`config.mk`:
```
export PLATFORM = sky130hd
export DESIGN_NAME = apb_slave_select_ctrl
export DESIGN_NICKNAME = d
export VERILOG_FILES = /design/src/rtl/apb_slave_select_ctrl.sv
export SDC_FILE = /design/constraint.sdc
export NUM_CORES = 1
export LEC_CHECK = 0
export ABC_AREA = 1
export ABC_CLOCK_PERIOD_IN_PS = 2400
export CORE_UTILIZATION = 31
export DETAILED_ROUTE_END_ITERATION = 10
export PLACE_DENSITY = 0.94
export SLEW_MARGIN = 25
export SYNTH_ARGS = -nofsm -noshare
export SYNTH_HDL_FRONTEND = slang
export SYNTH_SLANG_ARGS = --single-unit
```
`constraint.sdc`:
```
create_clock -name PCLK -period 2.4 [get_ports PCLK]
set_clock_uncertainty 0.2 [all_clocks]
set_input_delay 0.24 -clock PCLK [delete_from_list [all_inputs] [get_ports PCLK]]
set_output_delay 0.24 -clock PCLK [all_outputs]
set_load 0.1 [all_outputs]
```
`src/rtl/apb_slave_select_ctrl.sv`:
```
// rtl/apb_slave_select_ctrl.sv - APB slave decode, one-hot select and response mux with wait-state timeout
module apb_slave_select_ctrl #(
  parameter int                             NUM_SLAVES     = 5,
  parameter int                             SEL_BITS       = 4,
  parameter int                             DATA_WIDTH     = 32,
  parameter logic [NUM_SLAVES*SEL_BITS-1:0] SLOT_ID        = {4'd5, 4'd4, 4'd2, 4'd1, 4'd0},
  parameter logic [NUM_SLAVES-1:0]          SLOT_EN        = {NUM_SLAVES{1'b1}},
  parameter int                             TIMEOUT_CYCLES = 16
) (
  input  logic                             PCLK,
  input  logic                             PRESETn,
  input  logic                             PSEL,
  input  logic                             PENABLE,
  input  logic [SEL_BITS-1:0]              PADDR,
  output logic                             PREADY,
  output logic [DATA_WIDTH-1:0]            PRDATA,
  output logic                             PSLVERR,
  output logic [NUM_SLAVES-1:0]            PSELx,
  input  logic [NUM_SLAVES-1:0]            PREADYx,
  input  logic [NUM_SLAVES*DATA_WIDTH-1:0] PRDATAx,
  input  logic [NUM_SLAVES-1:0]            PSLVERRx,
  output logic                             TIMEOUT_FLAG,
  input  logic                             TIMEOUT_CLR
);

  // A zero timeout still needs a one-bit counter so the ports and regs stay legal
  localparam int CNT_W = (TIMEOUT_CYCLES > 0) ? $clog2(TIMEOUT_CYCLES + 1) : 1;
  localparam int IDX_W = (NUM_SLAVES > 1) ? $clog2(NUM_SLAVES) : 1;
  localparam logic [CNT_W-1:0] CNT_MAX = CNT_W'(TIMEOUT_CYCLES);
  localparam bit TMO_EN = (TIMEOUT_CYCLES != 0);

  typedef enum logic {S_IDLE, S_ACCESS} state_t;

  state_t                 state_q, state_d;
  logic [IDX_W-1:0]       sel_q, sel_d;
  logic                   unm_q, unm_d;
  logic [CNT_W-1:0]       cnt_q, cnt_d;
  logic                   flag_q;
  logic                   tmo_set;

  logic                   dec_hit;
  logic [IDX_W-1:0]       dec_idx;
  logic [NUM_SLAVES-1:0]  dec_onehot;
  logic [NUM_SLAVES-1:0]  sel_onehot;
  logic                   slv_ready;
  logic [DATA_WIDTH-1:0]  slv_data;
  logic                   slv_err;
  logic                   tmo_hit;

  assign tmo_hit      = TMO_EN && (cnt_q == CNT_MAX);
  assign TIMEOUT_FLAG = flag_q;

  // Slot decode of the current address; scanning downwards lets the lowest index win
  always_comb begin
    dec_hit    = 1'b0;
    dec_idx    = '0;
    dec_onehot = '0;
    for (int i = NUM_SLAVES - 1; i >= 0; i--) begin
      if (SLOT_EN[i] && (PADDR == SLOT_ID[i*SEL_BITS +: SEL_BITS])) begin
        dec_hit = 1'b1;
        dec_idx = IDX_W'(i);
      end
    end
    for (int i = 0; i < NUM_SLAVES; i++) begin
      dec_onehot[i] = dec_hit && (dec_idx == IDX_W'(i));
    end
  end

  // Response mux from the slave latched at setup
  always_comb begin
    sel_onehot = '0;
    slv_ready  = 1'b0;
    slv_data   = '0;
    slv_err    = 1'b0;
    for (int i = 0; i < NUM_SLAVES; i++) begin
      if (sel_q == IDX_W'(i)) begin
        sel_onehot[i] = 1'b1;
        slv_ready     = PREADYx[i];
        slv_data      = PRDATAx[i*DATA_WIDTH +: DATA_WIDTH];
        slv_err       = PSLVERRx[i];
      end
    end
  end

  // Transfer FSM next state and bridge-facing outputs
  always_comb begin
    state_d = state_q;
    sel_d   = sel_q;
    unm_d   = unm_q;
    cnt_d   = cnt_q;
    tmo_set = 1'b0;
    PSELx   = '0;
    PREADY  = 1'b0;
    PRDATA  = '0;
    PSLVERR = 1'b0;
    case (state_q)
      S_IDLE: begin
        PSELx = dec_onehot & {NUM_SLAVES{PSEL}};
        // An access strobe without a preceding setup is ignored
        if (PSEL && !PENABLE) begin
          state_d = S_ACCESS;
          sel_d   = dec_idx;
          unm_d   = !dec_hit;
          cnt_d   = '0;
        end
      end
      S_ACCESS: begin
        if (!PSEL) begin
          state_d = S_IDLE;
        end else if (unm_q) begin
          PREADY  = 1'b1;
          PSLVERR = 1'b1;
          state_d = S_IDLE;
        end else if (tmo_hit) begin
          PREADY  = 1'b1;
          PSLVERR = 1'b1;
          tmo_set = 1'b1;
          state_d = S_IDLE;
        end else begin
          PSELx = sel_onehot;
          if (slv_ready) begin
            PREADY  = 1'b1;
            PRDATA  = slv_data;
            PSLVERR = slv_err;
            state_d = S_IDLE;
          end else if (cnt_q != CNT_MAX) begin
            cnt_d = cnt_q + 1'b1;
          end
        end
      end
    endcase
    if (!PRESETn) begin
      PSELx   = '0;
      PREADY  = 1'b0;
      PRDATA  = '0;
      PSLVERR = 1'b0;
    end
  end

  // State, transfer context and sticky timeout flag (set beats clear)
  always_ff @(posedge PCLK) begin
    if (!PRESETn) begin
      state_q <= S_IDLE;
      sel_q   <= '0;
      unm_q   <= 1'b0;
      cnt_q   <= '0;
      flag_q  <= 1'b0;
    end else begin
      state_q <= state_d;
      sel_q   <= sel_d;
      unm_q   <= unm_d;
      cnt_q   <= cnt_d;
      if (tmo_set) begin
        flag_q <= 1'b1;
      end else if (TIMEOUT_CLR) begin
        flag_q <= 1'b0;
      end
    end
  end

endmodule

```
==> out/qor.txt <==
status = finished with violations
failing checks = setup timing
clock root buffer = clkbuf_8
# setup viols final = 1
remaining global-route overflow = 0
Post-route DRC = 0
TNS Setup = -0.00143 ns
vias = 4022
Seq power = 0.192 mW
critical path endpoint category = primary output
Clk pwr share = 0.175
XOR Share, Synth = 0.00784
synthesized area = 2230 sq um
fraction of area in clock buffers and inverters = 0.00809
# diodes = 0
clk_lat worst skew = 0.24 ns
Comb area share = 0.373
Power Total = 1.09 mW
tool warnings = 30
Final Net Count = 837
Flops after synth = 11
GP Congestion = 0.933
CP max-delay cell = dfxtp_4
RSZ-0062 raised after global routing = true
Die X = 86.9 um
register area = 234 sq um
area delta synth->final = 149%
max incr delay on CP = 0.38 ns
final hold viol count = 0
H-tree depth = 1
worst min-delay path class = reg2reg
Worst-path clk slew = 0.05 ns
leakage = 2.23 nW
# hold bufs at CTS = 0
post-CTS setup buffer count = 10
vias per cell = 5.36
Final Max-Slew Violation Tally = 0
Yosys warnings = 0
min-delay src = TIMEOUT_FLAG
largest net degree at the start of global routing = 28
gr usage total = 0.310
CTS sink count = 11
CP Max Fanout = 6
post-route ant nets = 0
setup ws final = -0.00143 ns
YS chip area = 2230 sq um
I/O Pins = 219
Max Cap Viol = 0
WL met3 = 1240 um
worst setup path end = PRDATA[2]
CP bufs+invs = 4
initial antenna violation count = 0
Placement Setup Slack = -0.0619 ns
PwrDens = 195 nW/um^2
ys cells = 423
Worst Hold Depth = 2
HPWL Detailed = 9340 um
aoi share = 0.145
worst slew pin tran = 0.479 ns
post-cts sizing count = 38
Finished Layout Cells = 751
Die Size = 7550 sq um
post-synth top area share = 0.207
-- synth_stat cells, types with 2 or more instances --
master and count:
nand2_1 123, nand3_1 44, nor2_1 31, nand4_1 30, o21ai_0 30, and3_1 28
clkbuf_1 18, a21oi_1 16, inv_1 16, or2_2 15, dfxtp_1 11, buf_2 10
or2_0 10, o21ai_1 6, a32oi_1 4, or2_1 4, inv_2 3, nand2_2 3
clkinv_1 2, ha_1 2, nor2_4 2, nor3_1 2, xor2_1 2
-- metal layers --
layer	global-route usage	up-vias
li1	-	1904
met2	0.598	254
met4	0.162	0
met5	0	-
met1	0.308	1804
met3	0.0645	60
-- registers in the layout, indices dropped and copies added (netlist names) --
signal and flops:
sel_q 3, state_q 1, cnt_q 5, TIMEOUT_FLAG 1, unm_q 1
### Cell outlines without signal wires

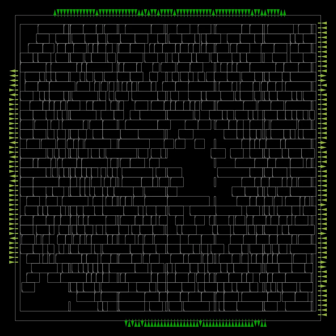
flip-flops: 11
TAP cells: 96

### Zoomed window

Region (18, 36) to (68, 86) um. Cells in gray, sequential cells in the stronger gray; small squares are vias.
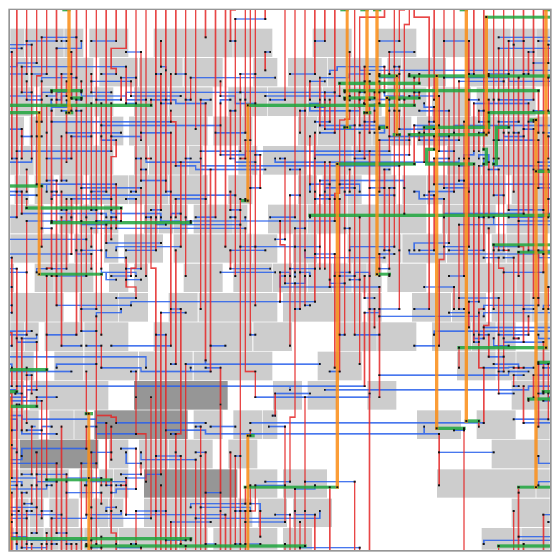
| color | layer |
|---|---|
| orange | metal 4 |
| blue | metal 1 |
| red | metal 2 |
| green | metal 3 |
cells with their middle in the window: 216
netlist names of flops here include: `sel_q` (3), `unm_q` (1)
most frequent: clkdlybuf4s50_1 (56), nand2_1 (40), buf_4 (15)
sequential cells in the window: 4

### PDN straps and rails

(6 px per um) Pins as bars on the die edge.
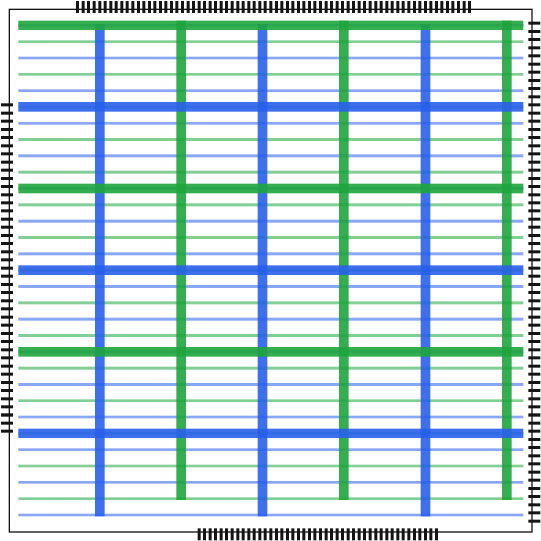
| color | net |
|---|---|
| green | VDD |
| blue | VSS |
signal pins: 219
met5 straps: 6
met1 rails: 31
met4 straps: 6
rows: 30

### Cells by drive strength

(3 px per um)
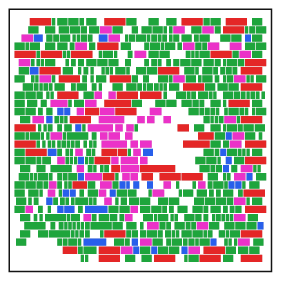
| color | size | cells | share | most used |
|---|---|---|---|---|
| magenta | _3 and _4 cells | 73 | 11% | buf_4 |
| green | _0 and _1 cells | 489 | 75% | clkdlybuf4s50_1 |
| red | _6 and larger | 56 | 8.5% | buf_12 |
| blue | _2 cells | 37 | 5.6% | or2_2 |

No activity file was given, so power comes from the tool's default toggle rates.
